File: config.mk
export PLATFORM = sky130hd
export DESIGN_NAME = load_store_unit_flat
export DESIGN_NICKNAME = d
export VERILOG_FILES = /design/src/rtl/load_store_unit_if.sv /design/src/rtl/load_store_unit.sv /design/src/flat_wrapper.sv
export SDC_FILE = /design/constraint.sdc
export NUM_CORES = 1
export LEC_CHECK = 0
export CAP_MARGIN = 20
export CORE_ASPECT_RATIO = 0.6
export CORE_UTILIZATION = 46
export DETAILED_ROUTE_END_ITERATION = 6
export PLACE_DENSITY = 0.86
export SLEW_MARGIN = 20
export SYNTH_ARGS = -nofsm -noshare
export SYNTH_HDL_FRONTEND = slang
export SYNTH_SLANG_ARGS = --single-unit
export TNS_END_PERCENT = 20
File: constraint.sdc
create_clock -name clk -period 3.2 [get_ports clk]
set_clock_uncertainty 0.15 [all_clocks]
set_input_delay 0.64 -clock clk [delete_from_list [all_inputs] [get_ports clk]]
set_output_delay 0.64 -clock clk [all_outputs]
set_load 0.005 [all_outputs]
File: src/rtl/load_store_unit_if.sv
// Core/memory signal bundle for load_store_unit.
// slave = the unit, master = core plus memory model driving it.
interface load_store_unit_if;
    logic        req_valid;
    logic        req_ready;
    logic        req_memread;
    logic        req_memwrite;
    logic        req_memtoreg;
    logic [31:0] req_address;
    logic [31:0] req_writedata;
    logic        resp_valid;
    logic [31:0] resp_result;
    logic        resp_error;
    logic [31:0] mem_address;
    logic [31:0] mem_writedata;
    logic        mem_read;
    logic        mem_write;
    logic        mem_ack;
    logic [31:0] mem_readdata;

    modport slave (
        input  req_valid, req_memread, req_memwrite, req_memtoreg,
        input  req_address, req_writedata, mem_ack, mem_readdata,
        output req_ready, resp_valid, resp_result, resp_error,
        output mem_address, mem_writedata, mem_read, mem_write
    );

    modport master (
        output req_valid, req_memread, req_memwrite, req_memtoreg,
        output req_address, req_writedata, mem_ack, mem_readdata,
        input  req_ready, resp_valid, resp_result, resp_error,
        input  mem_address, mem_writedata, mem_read, mem_write
    );
endinterface

File: src/rtl/load_store_unit.sv
// Single-outstanding load/store unit: IDLE -> ACCESS -> RESP with ack timeout.
// Define LSU_ALIGN_CHECK_EN to fault misaligned memory requests without access.
module load_store_unit #(
    parameter int unsigned TIMEOUT_CYCLES = 15
) (
    input logic               clk,
    input logic               reset,
    load_store_unit_if.slave  bus
);

    typedef enum logic [1:0] {
        IDLE,
        ACCESS,
        RESP
    } state_e;

    localparam logic [7:0] LastWait = 8'(TIMEOUT_CYCLES - 1);

    state_e      state_q, state_d;
    logic [31:0] addr_q, addr_d;
    logic [31:0] wdata_q, wdata_d;
    logic        rd_q, rd_d;
    logic        wr_q, wr_d;
    logic        m2r_q, m2r_d;
    logic [7:0]  cnt_q, cnt_d;
    logic [31:0] result_q, result_d;
    logic        error_q, error_d;
    logic        is_mem;
    logic        misaligned;

    assign is_mem = bus.req_memread | bus.req_memwrite;

`ifdef LSU_ALIGN_CHECK_EN
    assign misaligned = bus.req_address[1:0] != 2'b00;
`else
    assign misaligned = 1'b0;
`endif

    always_comb begin
        state_d  = state_q;
        addr_d   = addr_q;
        wdata_d  = wdata_q;
        rd_d     = rd_q;
        wr_d     = wr_q;
        m2r_d    = m2r_q;
        cnt_d    = cnt_q;
        result_d = result_q;
        error_d  = error_q;
        unique case (state_q)
            IDLE: begin
                if (bus.req_valid) begin
                    addr_d  = bus.req_address;
                    wdata_d = bus.req_writedata;
                    // a simultaneous read+write is carried out as a store
                    wr_d    = bus.req_memwrite;
                    rd_d    = bus.req_memread & ~bus.req_memwrite;
                    m2r_d   = bus.req_memtoreg;
                    cnt_d   = 8'd0;
                    if (is_mem && !misaligned) begin
                        state_d = ACCESS;
                    end else begin
                        state_d  = RESP;
                        result_d = bus.req_address;
                        error_d  = is_mem;
                    end
                end
            end
            ACCESS: begin
                if (bus.mem_ack) begin
                    state_d  = RESP;
                    error_d  = 1'b0;
                    result_d = (rd_q && m2r_q) ? bus.mem_readdata : addr_q;
                end else begin
                    cnt_d = cnt_q + 8'd1;
                    if (cnt_q == LastWait) begin
                        state_d  = RESP;
                        result_d = 32'd0;
                        error_d  = 1'b1;
                    end
                end
            end
            RESP: begin
                state_d = IDLE;
            end
            default: begin
                state_d = IDLE;
            end
        endcase
    end

    always_ff @(posedge clk) begin
        if (reset) begin
            state_q  <= IDLE;
            addr_q   <= 32'd0;
            wdata_q  <= 32'd0;
            rd_q     <= 1'b0;
            wr_q     <= 1'b0;
            m2r_q    <= 1'b0;
            cnt_q    <= 8'd0;
            result_q <= 32'd0;
            error_q  <= 1'b0;
        end else begin
            state_q  <= state_d;
            addr_q   <= addr_d;
            wdata_q  <= wdata_d;
            rd_q     <= rd_d;
            wr_q     <= wr_d;
            m2r_q    <= m2r_d;
            cnt_q    <= cnt_d;
            result_q <= result_d;
            error_q  <= error_d;
        end
    end

    assign bus.req_ready     = state_q == IDLE;
    assign bus.resp_valid    = state_q == RESP;
    assign bus.resp_result   = result_q;
    assign bus.resp_error    = error_q;
    assign bus.mem_address   = addr_q;
    assign bus.mem_writedata = wdata_q;
    assign bus.mem_read      = (state_q == ACCESS) && rd_q;
    assign bus.mem_write     = (state_q == ACCESS) && wr_q;

endmodule
File: src/flat_wrapper.sv
// flat-port wrapper written by rule: the top's interface ports become plain ports
module load_store_unit_flat 
#(
    parameter int unsigned TIMEOUT_CYCLES = 15
)
  (clk, reset, bus_req_valid, bus_req_memread, bus_req_memwrite, bus_req_memtoreg, bus_req_address, bus_req_writedata, bus_mem_ack, bus_mem_readdata, bus_req_ready, bus_resp_valid, bus_resp_result, bus_resp_error, bus_mem_address, bus_mem_writedata, bus_mem_read, bus_mem_write);
  load_store_unit_if bus_i ();
  input logic clk;
  input logic reset;
  input wire logic [$bits(bus_i.req_valid)-1:0] bus_req_valid;
  input wire logic [$bits(bus_i.req_memread)-1:0] bus_req_memread;
  input wire logic [$bits(bus_i.req_memwrite)-1:0] bus_req_memwrite;
  input wire logic [$bits(bus_i.req_memtoreg)-1:0] bus_req_memtoreg;
  input wire logic [$bits(bus_i.req_address)-1:0] bus_req_address;
  input wire logic [$bits(bus_i.req_writedata)-1:0] bus_req_writedata;
  input wire logic [$bits(bus_i.mem_ack)-1:0] bus_mem_ack;
  input wire logic [$bits(bus_i.mem_readdata)-1:0] bus_mem_readdata;
  output wire logic [$bits(bus_i.req_ready)-1:0] bus_req_ready;
  output wire logic [$bits(bus_i.resp_valid)-1:0] bus_resp_valid;
  output wire logic [$bits(bus_i.resp_result)-1:0] bus_resp_result;
  output wire logic [$bits(bus_i.resp_error)-1:0] bus_resp_error;
  output wire logic [$bits(bus_i.mem_address)-1:0] bus_mem_address;
  output wire logic [$bits(bus_i.mem_writedata)-1:0] bus_mem_writedata;
  output wire logic [$bits(bus_i.mem_read)-1:0] bus_mem_read;
  output wire logic [$bits(bus_i.mem_write)-1:0] bus_mem_write;
  assign bus_i.req_valid = bus_req_valid;
  assign bus_i.req_memread = bus_req_memread;
  assign bus_i.req_memwrite = bus_req_memwrite;
  assign bus_i.req_memtoreg = bus_req_memtoreg;
  assign bus_i.req_address = bus_req_address;
  assign bus_i.req_writedata = bus_req_writedata;
  assign bus_i.mem_ack = bus_mem_ack;
  assign bus_i.mem_readdata = bus_mem_readdata;
  assign bus_req_ready = bus_i.req_ready;
  assign bus_resp_valid = bus_i.resp_valid;
  assign bus_resp_result = bus_i.resp_result;
  assign bus_resp_error = bus_i.resp_error;
  assign bus_mem_address = bus_i.mem_address;
  assign bus_mem_writedata = bus_i.mem_writedata;
  assign bus_mem_read = bus_i.mem_read;
  assign bus_mem_write = bus_i.mem_write;
  load_store_unit #(.TIMEOUT_CYCLES(TIMEOUT_CYCLES)) u_core (.clk(clk), .reset(reset), .bus(bus_i));
endmodule
==> run summary, run 1 <==
Physical implementation

The overall chip area is 11,000 µm². The leakage power is 0.00261 µW. The worst hold path was traced through 2 stages. The starting DRC count in detailed routing is 227. The total power divided by cell area is 478 nW/µm².

In the layout the commonest cells are 202 x clkdlybuf4s50_1, 140 x nand2_1, 110 x dfxtp_1. The clock passes through at most 2 buffers. Looking at the reg2reg group, the worst path starts from u_core.cnt_q[4]$_SDFFE_PP0P_. After global routing the overflow that remains totals 0.

Hold analysis lists the worst path endpoint as u_core.bus.mem_writedata[31]$_SDFFE_PP0P_. Per the cell usage report, the commonest logic cell in the layout is clkdlybuf4s50_1. The critical path data arrival time is 1.80 ns. The layout net count is 837.

The buffers inserted during post-CTS setup optimization is 0. The run finished with clean final reports. The maximum number of pins on one net before global-route repair is 63. In this run the count of I/O pins placed on the die edge is 204.

The maximum level of the CTS H-tree is 3. Nets still carrying antenna violations after routing amount to 0. The critical path class is flop to primary output. The synthesis-stage register bit count is 110. Across all stage logs, warnings added up to 27.

The capture point of the critical path was reported as bus_mem_read. The max-cap violation count is 0. The launch point of the critical path was reported as u_core.state_q[1]$_SDFFE_PP0P_. Internal power comes to 2550 µW. The root buffer cell chosen for the clock tree is clkbuf_16.

The maximum fanout encountered on the critical timing path is 11. The total setup violations reported at the end of the flow is 0. In the final routed layout, each cell accounts on average for 16.5 µm. The minimum period implied by the final worst setup slack is 2.59 ns.
-- run 1: flip-flops by register name, indices dropped and copies added, names as in the netlist --
register	flops
u_core.bus.mem_writedata	32
u_core.state_q	2
u_core.bus.mem_address	32
u_core.rd_q	1
u_core.wr_q	1
u_core.bus.resp_error	1
u_core.cnt_q	8
u_core.m2r_q	1
u_core.bus.resp_result	32
-- run 1: area by class of cell --
type	count	area, µm²
fill	713	2800
inverter	4	15.0
clock buffer	10	239
timing repair buffer	217	2170
clock inverter	6	68.8
sequential	110	2200
tap	135	169
multi-input combinational	390	2390
-- run 1: layer usage --
layer  up-vias  wire length [µm]
met1      2279              6240
met3        21              1240
met2       184              6680
met5         -                 0
li1       2283                 -
met4         0               240
-- run 1: through the flow --
step                      instances  power, µW  setup slack, ns  area [µm²]   util
after floorplan                 554       1930             1.35        4850      -
after detailed placement        856       2350            0.328        6950  0.691
final                           872       3470            0.613        7260  0.722
after global routing            872       3630            0.514        7260  0.722
after CTS                       872       3490            0.614        7260  0.722
after global placement          856       2320            0.424        6950  0.691
-- run 1: cell usage after synthesis (2+ instances only) --
| library cell | count | area (µm²) |
|---|---|---|
| a211oi_2 | 30 | 375 |
| nor2_1 | 10 | 37.5 |
| o21ai_0 | 4 | 20.0 |
| buf_6 | 5 | 56.3 |
| ha_1 | 2 | 25.0 |
| or3_1 | 3 | 18.8 |
| a22oi_1 | 33 | 248 |
| a2111oi_1 | 2 | 20.0 |
| buf_2 | 16 | 80.1 |
| nand4_1 | 2 | 12.5 |
| xnor2_1 | 4 | 35.0 |
| a211oi_1 | 3 | 22.5 |
| nand2b_1 | 3 | 18.8 |
| inv_1 | 3 | 11.3 |
| nand2_1 | 141 | 529 |
| mux2_2 | 32 | 360 |
| a21oi_1 | 103 | 515 |
| dfxtp_1 | 110 | 2200 |
| and2_1 | 4 | 25.0 |
| clkbuf_1 | 27 | 101 |
-- run 1: kinds of logic (layout without fill, tap and decap cells) --
group / count (synthesis) / after routing / share of synthesized area
AOI/OAI and AO/OA: 180 / 180 / 0.258
DFF: 110 / 110 / 0.454
buffers and inverters: 54 / 237 / 0.0544
muxes: 32 / 32 / 0.0743
adders and majority gates: 2 / 2 / 0.00516
xor gates and xnor gates: 4 / 4 / 0.00722
and+or+nand+nor: 172 / 172 / 0.147
-- run 1: worst min-delay path, cell delays in order (launching register included) --
cell,delay [ns]
dfxtp_1,0.31
nand2_1,0.05
a21oi_1,0.05
-- run 1: power groups by stage --
stage | combinational (µW) | sequential, µW | clock [µW]
after floorplan | 359 | 1570 | 0
after global placement | 761 | 1560 | 0
after detailed placement | 782 | 1570 | 0
after CTS | 787 | 1540 | 1170
after global routing | 849 | 1550 | 1230
final | 785 | 1540 | 1150
**Run 1: clock routing**

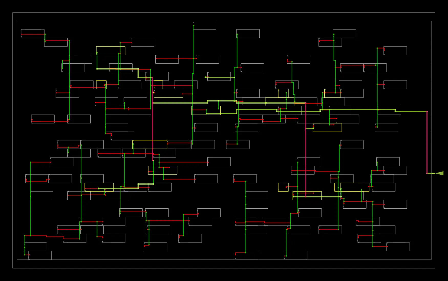
clock latency on the worst-skew pair: 0.34 ns
number of buffers created by CTS: 9
clock tree sinks: 110
Clock Buffer Count: 10

**Run 1: M3 wires**

(4 px per µm) Cells faint in the background.
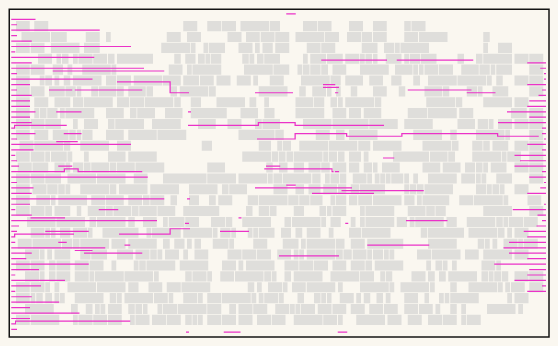
main direction: horizontal
wire length on this layer: 1,240 µm
share of all routed wire: 8.6%
longest straight run: 37.9 µm
GRT met3 Usage: 0.0895
DRT Wirelength: 14,400 µm
Vias: 4,767

**Run 1: local utilization**

(4 px per µm) The die is cut into 13 by 8 equal tiles; white is low, dark blue is high, 0 to 100% covered.
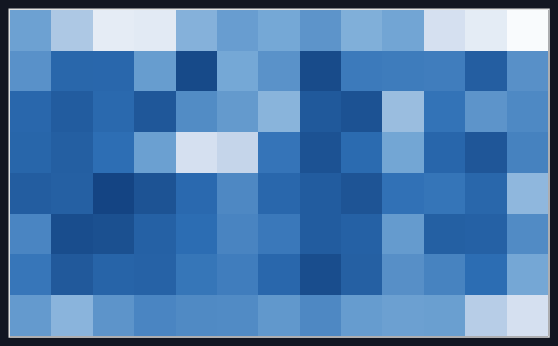
emptiest ninth of the die: upper right
mean over tiles: 65%
densest ninth of the die: middle left
final core utilization: 0.722
Core Util at FP: 0.482
Core Box Area: 10,100 µm²

==> run 2, diff against run 1 <==
CORE_UTILIZATION = 43   (was 46)
PLACE_DENSITY = 0.81   (was 0.86)
clock period = 2.6 ns   (was 3.2 ns; I/O delays follow)
**Run 2: met1 routing**

(2 px per µm) Supply wires on this layer in gray.
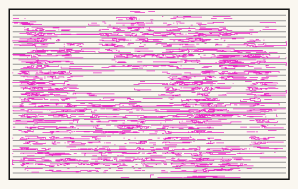
longest straight run: 27.6 µm
main direction: horizontal
nets with wire on the layer: 723
share of all routed wire: 44%
global-route met1 utilization: 0.311
Vias: 4,743
DRT Wirelength: 14,600 µm

**Run 2: local utilization**

(4 px per µm) The die is cut into 14 by 8 equal tiles; white is low, dark blue is high, 0 to 100% covered.
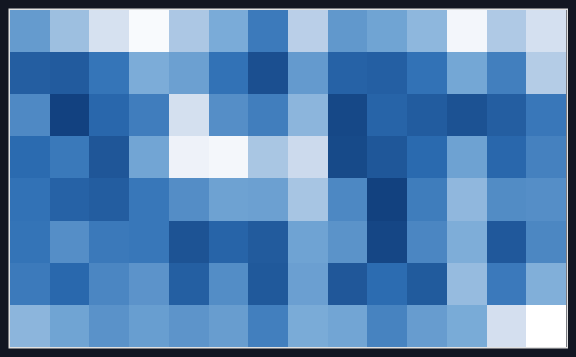
tiles over 75% full: 29%
fullest tile: 93%
mean over tiles: 61%
nearly empty tiles: 0.90%
Core Box Area: 10,800 µm²
final core utilization: 0.674

**Run 2: clock routing**

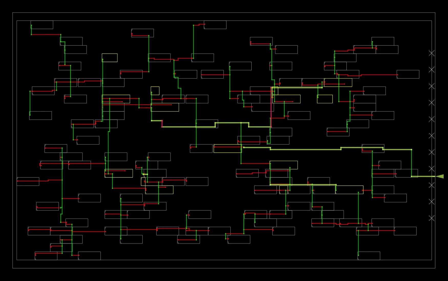
Clock Buffer Count: 12
Seq Cell Count: 110
clk pwr: 1300 µW
clock latency on the worst-skew pair: 0.35 ns

==> run summary, run 2 <==
Physical implementation

The flow ran to the end, but the final reports show violations. The final reports fail on DRC. The placed instance count is 861 (+0.58%). The leakage power is 0.00261 µW (-0.12%).

The count of placed standard cells in the final layout, fillers left out is 876 (+0.46%). The minimum setup slack after placement is 0.242 ns (-0.0859 ns). The worst path setup slack after routing is 0.0880 ns (-0.525 ns).

The global-route congestion overflow total is 0 (unchanged). The total power divided by cell area is 574 nW/µm² (+20%). Leaving out fill and tap cells, the most frequent cells in the layout are 202 x clkdlybuf4s50_1, 140 x nand2_1, 110 x dfxtp_1.

The wire length per cell after detailed routing is 16.6 µm (+0.75%). The core utilization before placement is 0.450 (-0.0323). The minimum period implied by the final worst setup slack is 2.51 ns.

The main area contributors are dfxtp_1 45%, nand2_1 11%, a21oi_1 11%. The cell depth of the worst min-delay path came to 2 (unchanged). In the synthesized netlist, the cells that appear most often are 141 x nand2_1, 110 x dfxtp_1, 103 x a21oi_1, 33 x a22oi_1, 32 x mux2_2. The layout net count is 838 (+0.12%). The share of the synthesized area in the top cell type came to 0.454 (unchanged). The clock root buffer master is clkbuf_16. The maximum number of pins on one net before global-route repair is 58 (-7.9%). The CTS sink count is 110 (unchanged). In the routed design, unresolved DRC markers number 11. The synthesis-stage register bit count is 110 (unchanged).

The critical path class is flop to primary output. The number of CTS-inserted buffers is 9 (unchanged). The path with the worst hold slack has its endpoint at u_core.bus.mem_writedata[25]$_SDFFE_PP0P_. The residual antenna-violating net count after detailed routing was 0 (unchanged). The max-cap violation count was 0 (unchanged). The overall chip area is 11,700 µm² (+6.8%).
-- run 2: cell counts after synthesis --
No cell type changed its count.
-- run 2: metal layers --
metal  vias to the layer above  wire, µm  GRT usage
li1                       2287         -          -
met1                      2242      6430      0.311
met2                       202      6710      0.412
met3                        12      1350     0.0907
met4                         0        83     0.0465
met5                         -         0          0
-- run 2: power groups by stage --
stage / Clock (µW) / Combinational, µW / Sequential, µW
final: 1300 / 974 / 1900
after global routing: 1390 / 1050 / 1910
after CTS: 1320 / 974 / 1900
after detailed placement: 0 / 967 / 1930
after global placement: 0 / 946 / 1930
after floorplan: 0 / 442 / 1930
-- run 2: kinds of logic (layout without fill, tap and decap cells) --
logic type	after synthesis	after routing	share of synthesized area
compound gates	180	180	0.258
mux	32	32	0.0743
xor+xnor	4	4	0.00722
buf+inv	54	237	0.0544
flops	110	110	0.454
fa+ha+maj	2	2	0.00516
simple gates	172	172	0.147
-- run 2: worst min-delay path, stage by stage, from the launching register on --
cell	delay, ns
dfxtp_1	0.31
nand2_1	0.05
a21oi_1	0.05
-- run 2: cell type report --
| class | instances | area (µm²) |
|---|---|---|
| clock buffers | 12 | 256 |
| well taps | 139 | 174 |
| clock inverters | 3 | 20.0 |
| fillers | 825 | 3510 |
| repair buffers | 218 | 2200 |
| inverters | 4 | 15.0 |
| flip-flops and latches | 110 | 2200 |
| multi-input cells | 390 | 2390 |
-- run 2: per-stage QoR --
step	instance area, µm²	total power, µW
final	7270	4170
after global routing	7270	4350
after CTS	7270	4190
after detailed placement	6990	2900
after global placement	6990	2870
after floorplan	4850	2370
-- run 2: worst max path at each step --
stage | startpoint | end | slack (ns)
final | u_core.state_q[1]$_SDFFE_PP0P_ | bus_mem_write | 0.09
after floorplan | bus_mem_ack | u_core.bus.resp_result[10]$_SDFFE_PP0P_ | 0.87
after CTS | u_core.state_q[1]$_SDFFE_PP0P_ | bus_mem_write | 0.11
after global routing | u_core.state_q[1]$_SDFFE_PP0P_ | bus_mem_write | 0.05
after global placement | bus_req_memwrite | u_core.bus.resp_result[10]$_SDFFE_PP0P_ | 0.28
after detailed placement | bus_req_memwrite | u_core.bus.resp_result[10]$_SDFFE_PP0P_ | 0.24
No activity file was given, so power comes from the tool's default toggle rates.
